<file path="config.mk">
export PLATFORM = sky130hd
export DESIGN_NAME = fetch_unit
export DESIGN_NICKNAME = d
export VERILOG_FILES = /design/src/rtl/fetch_unit.sv
export SDC_FILE = /design/constraint.sdc
export NUM_CORES = 1
export LEC_CHECK = 0
export ABC_AREA = 1
export CAP_MARGIN = 20
export CORE_ASPECT_RATIO = 1.25
export CORE_MARGIN = 2
export CORE_UTILIZATION = 30
export DETAILED_ROUTE_END_ITERATION = 6
export PLACE_DENSITY = 0.62
export SYNTH_ARGS = -nofsm -noshare
export SYNTH_HDL_FRONTEND = slang
export SYNTH_SLANG_ARGS = --single-unit
</file>
<file path="constraint.sdc">
create_clock -name clk_i -period 3.4 [get_ports clk_i]
set_clock_uncertainty 0.2 [all_clocks]
set_input_delay 0.68 -clock clk_i [delete_from_list [all_inputs] [get_ports clk_i]]
set_output_delay 0.68 -clock clk_i [all_outputs]
set_load 0.02 [all_outputs]
</file>
<file path="src/rtl/fetch_unit.sv">
// Instruction-fetch stage with IF/ID pipeline register.
// Keeps at most one request in flight to instruction memory and parks a
// returned word in a one-entry buffer when decode is stalled, so that stalls
// and redirects neither lose nor duplicate instructions.
module fetch_unit #(
  parameter logic [31:0] RESET_PC  = 32'h0000_0000,
  parameter logic [31:0] NOP_INSTR = 32'h0000_0013
) (
  input  logic        clk_i,
  input  logic        rst_ni,
  input  logic        pc_write_enable_i,
  input  logic        ifid_write_enable_i,
  input  logic        branch_taken_i,
  input  logic [31:0] branch_target_i,
  output logic        imem_req_o,
  output logic [31:0] imem_addr_o,
  input  logic        imem_ready_i,
  input  logic        imem_rvalid_i,
  input  logic [31:0] imem_rdata_i,
  output logic        if_valid_o,
  output logic [31:0] if_pc_o,
  output logic [31:0] if_instruction_o,
  output logic        fetch_stall_o
);

  logic [31:0] pc_q, pc_d;
  logic        outstanding_q, outstanding_d;
  logic [31:0] out_pc_q, out_pc_d;
  logic        squash_q, squash_d;
  logic        hold_valid_q, hold_valid_d;
  logic [31:0] hold_pc_q, hold_pc_d;
  logic [31:0] hold_instr_q, hold_instr_d;
  logic        if_valid_q, if_valid_d;
  logic [31:0] if_pc_q, if_pc_d;
  logic [31:0] if_instr_q, if_instr_d;

  logic resp;
  logic req;
  logic accept;

  // A response is usable only if it belongs to a live (non-squashed) request.
  assign resp = imem_rvalid_i && outstanding_q && !squash_q;

  // A new request may go out in the same cycle the previous response lands,
  // provided that response will be consumed (or dropped) this cycle. The
  // hold-buffer term guarantees the buffer can never be overwritten.
  assign req = rst_ni && pc_write_enable_i && !branch_taken_i && !hold_valid_q &&
               (!outstanding_q || (imem_rvalid_i && (squash_q || ifid_write_enable_i)));

  assign accept = req && imem_ready_i;

  assign imem_req_o       = req;
  assign imem_addr_o      = pc_q;
  assign if_valid_o       = if_valid_q;
  assign if_pc_o          = if_pc_q;
  assign if_instruction_o = if_instr_q;
  assign fetch_stall_o    = ifid_write_enable_i && !hold_valid_q && !resp && !branch_taken_i;

  // Next-state logic: request tracking, redirect handling and IF/ID source select.
  always_comb begin
    pc_d          = pc_q;
    outstanding_d = outstanding_q;
    out_pc_d      = out_pc_q;
    squash_d      = squash_q;
    hold_valid_d  = hold_valid_q;
    hold_pc_d     = hold_pc_q;
    hold_instr_d  = hold_instr_q;
    if_valid_d    = if_valid_q;
    if_pc_d       = if_pc_q;
    if_instr_d    = if_instr_q;

    // Any response retires the in-flight request; stray rvalids are ignored.
    if (imem_rvalid_i && outstanding_q) begin
      outstanding_d = 1'b0;
      squash_d      = 1'b0;
    end

    if (accept) begin
      outstanding_d = 1'b1;
      out_pc_d      = pc_q;
      pc_d          = pc_q + 32'd4;
    end

    if (branch_taken_i) begin
      // Redirect flushes everything younger than the branch; an in-flight
      // request whose data has not yet arrived is marked for dropping.
      pc_d         = branch_target_i & ~32'h3;
      hold_valid_d = 1'b0;
      if_valid_d   = 1'b0;
      if_instr_d   = NOP_INSTR;
      if (outstanding_q && !imem_rvalid_i) begin
        squash_d = 1'b1;
      end
    end else if (ifid_write_enable_i) begin
      if (hold_valid_q) begin
        if_valid_d   = 1'b1;
        if_pc_d      = hold_pc_q;
        if_instr_d   = hold_instr_q;
        hold_valid_d = 1'b0;
      end else if (resp) begin
        if_valid_d = 1'b1;
        if_pc_d    = out_pc_q;
        if_instr_d = imem_rdata_i;
      end else begin
        if_valid_d = 1'b0;
        if_instr_d = NOP_INSTR;
      end
    end else if (resp) begin
      hold_valid_d = 1'b1;
      hold_pc_d    = out_pc_q;
      hold_instr_d = imem_rdata_i;
    end
  end

  // State registers with asynchronous active-low reset.
  always_ff @(posedge clk_i or negedge rst_ni) begin
    if (!rst_ni) begin
      pc_q          <= RESET_PC;
      outstanding_q <= 1'b0;
      out_pc_q      <= 32'h0;
      squash_q      <= 1'b0;
      hold_valid_q  <= 1'b0;
      hold_pc_q     <= 32'h0;
      hold_instr_q  <= NOP_INSTR;
      if_valid_q    <= 1'b0;
      if_pc_q       <= 32'h0;
      if_instr_q    <= NOP_INSTR;
    end else begin
      pc_q          <= pc_d;
      outstanding_q <= outstanding_d;
      out_pc_q      <= out_pc_d;
      squash_q      <= squash_d;
      hold_valid_q  <= hold_valid_d;
      hold_pc_q     <= hold_pc_d;
      hold_instr_q  <= hold_instr_d;
      if_valid_q    <= if_valid_d;
      if_pc_q       <= if_pc_d;
      if_instr_q    <= if_instr_d;
    end
  end

endmodule

</file>
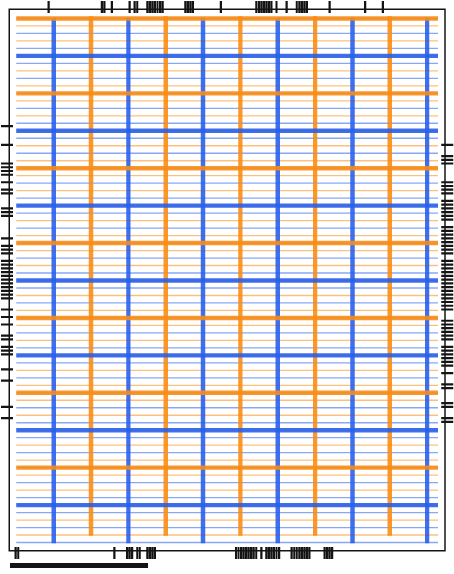
*Supply network*
The bar under the picture is 50 um long. Pins as bars on the die edge.
| net | colour |
|---|---|
| VDD | orange |
| VSS | blue |
met4 straps: 11
met1 rails: 71
Die Span Y: 196 um
CORE AREA: 29200 um2

==> impl_metrics.py <==
# Auto-generated metrics
metrics = {
    "yosys": {
        "xor_share": 0.00593,
        "avgSynthCellArea_um2": 8.73,
        "yosysTopAreaCellShare": 0.514,
        "topCombFamilyByArea": "simple AND/OR/NAND/NOR gates",
        "adder_share": 0.00141,
        "synth-edff-count": 0,
        "yosys_warnings": 0,
        "synthTopCellsByCount": "nand2_1 (316), dfrtp_1 (182), nor2_1 (104), nand3_1 (72), inv_1 (61)",
        "ys_cells": 1016,
        "synth_flops": 188,
        "synth_area_leader_cell": "dfrtp_1",
        "yosys.stat.seqShare": 0.531,
        "netlist_area_um2": 8870,
        "async_flop_share": 1.00,
        "synthMuxAreaShare": 0.0872,
        "synth_cells": 1016,
        "simple_gate_share": 0.228,
        "most_common_cell": "nand2_1",
        "yosysUniqueCellTypes": 30,
        "aoi_share": 0.0828,
    },
    "final_layout": {
        "seq_cells": 188,
        "sh_comb_area": 0.316,
        "nMultiInputCombCells": 710,
        "clkCellAreaFrac": 0.0471,
        "seq_area_um2": 4710,
        "combGateArea_um2": 3610,
        "fillCellCount": 2953,
        "instances_no_fill": 1575,
        "n_all_buffers": 184,
        "antenna_cells": 0,
        "final_common_cell": "nand2_1",
        "layout_top_cells": "nand2_1 (315), dfrtp_1 (181), clkdlybuf4s50_1 (162), nor2_1 (104), nand3_1 (72)",
        "nNonClkInverters": 65,
        "layout-drive-gt1-share": 0.109,
        "finalNetCount": 1238,
        "buf_share": 0.160,
        "largest_class": "sequential cells",
    },
    "hold_path": {
        "whs_path_depth": 2,
        "worstHoldEndpoint": "if_instruction_o[9]",
        "hold_start": "if_instruction_o[9]",
        "hp-class": "register to register",
    },
    "global_routing": {
        "grt_usage": 0.156,
        "met3_usage": 0.0382,
        "busiest_layer": "met2",
        "overflow": 0,
        "grt_use_met1": 0.191,
        "grt_pass1_wl_um": 38000,
        "antenna_found_initial": 1,
        "grt_pass1_vias": 7224,
        "grt_max_degree": 77,
        "grt.met2_usage": 0.261,
    },
    "clock_network": {
        "cts_root_buf": "clkbuf_16",
        "htreeDepth": 4,
        "cts.clk_slew.worst_paths_ps": 70,
        "cts_tree": "yes",
        "clockBufferDepth": 2,
        "cts_hold_buf": 1,
        "clkSinkCount": 188,
        "cts_setup_buffers": 0,
        "cts_resized": 0,
        "cts_made_buffers": 17,
        "clk-insertion-delay-late_ps": 440,
    },
    "final_timing": {
        "drv_slew": 0,
        "fmax_ghz": 0.302,
        "slew_headroom": 0.469,
        "fin_crit_sh": 0.974,
        "worstMarginPinSlew_ps": 797,
        "period_needed_ps": 3310,
        "worst_slack_ps": 89.4,
        "hold_ws_ps": 284,
        "finalHoldViolCount": 0,
    },
    "flow_run": {
        "warnings": 28,
        "maxCapViolations": 0,
    },
    "drt": {
        "wl_met2_um": 11100,
        "ant_nets": 0,
        "drt_iter0_drc": 347,
        "vias": 7128,
        "drt_wl_total_um": 23500,
        "highest_layer": "met5",
        "wl_met1_um": 10400,
        "drt-pass1-iter-count": 5,
    },
    "pwr": {
        "p_int_mw": 4.38,
        "p_leak_nw": 5.25,
        "p_total_mw": 6.35,
        "p_sw_frac": 0.310,
        "power.group.top": "registers",
        "comb_power_mw": 1.52,
        "powerDensity_nw_per_um2": 555,
        "power_switching_mw": 1.97,
        "seqPwrFrac": 0.467,
        "combPwrFrac": 0.240,
        "pwr-share-clk": 0.293,
    },
    "critical_path": {
        "crit_family": "buffers and inverters",
        "critPathKind": "input port to output port",
        "timing.rr.start": "hold_valid_q",
        "crit_end": "imem_req_o",
        "worstPathMaxFanout": 20,
        "crit_buf_inv": 4,
        "r2r_slack_ps": 1270,
        "endpoint_kind": "output port",
        "crit_cells": 7,
        "cpMostUsedCell": "nand2_1",
        "path_cells": "dlygate4sd3_1 > buf_12 > nand2_1 > nor2_2 > nand2_1 > inv_1 > clkdlybuf4s50_1",
        "ff2ff_path_depth": 6,
        "crit_path_start": "rst_ni",
        "cp_slowest_cell": "clkdlybuf4s50_1",
        "critPathMaxStageDelay_ps": 600,
        "startpoint_type": "input port",
        "required_ps": 2520,
        "arrival_ps": 2430,
        "r2r_end": "if_pc_o[6]",
    },
    "floorplanning": {
        "die_area_um2": 31000,
        "die_w_um": 158,
        "nWellTaps": 396,
        "pin_count": 170,
        "fp_util": 0.304,
    },
    "status": {
        "outcome": "completed",
    },
    "placed_design": {
        "place_ws_ps": 241,
        "dp_hpwl_um": 16600,
        "dp.cells": 1542,
        "place_congestion": 0.891,
        "place_area_um2": 10900,
        "portBuffers": 163,
    },
}
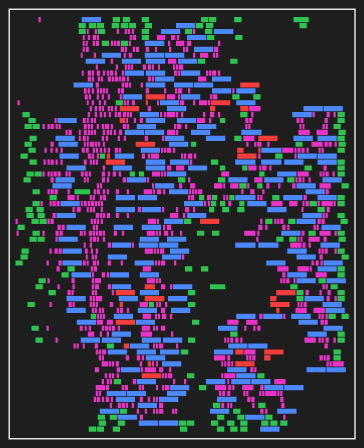
*Cells coloured by class*
| class | colour | cells | share of their area |
|---|---|---|---|
| remaining buffers and delay cells | green | 184 | 17% |
| sequential cells | blue | 188 | 43% |
| remaining logic cells | magenta | 775 | 35% |
| clock drivers and dummy loads | red | 32 | 4.9% |
flop share of the area: 0.412
Final Util: 0.392
design area: 11400 um2
# rows: 70

Power is estimated from default activity; no workload was simulated.
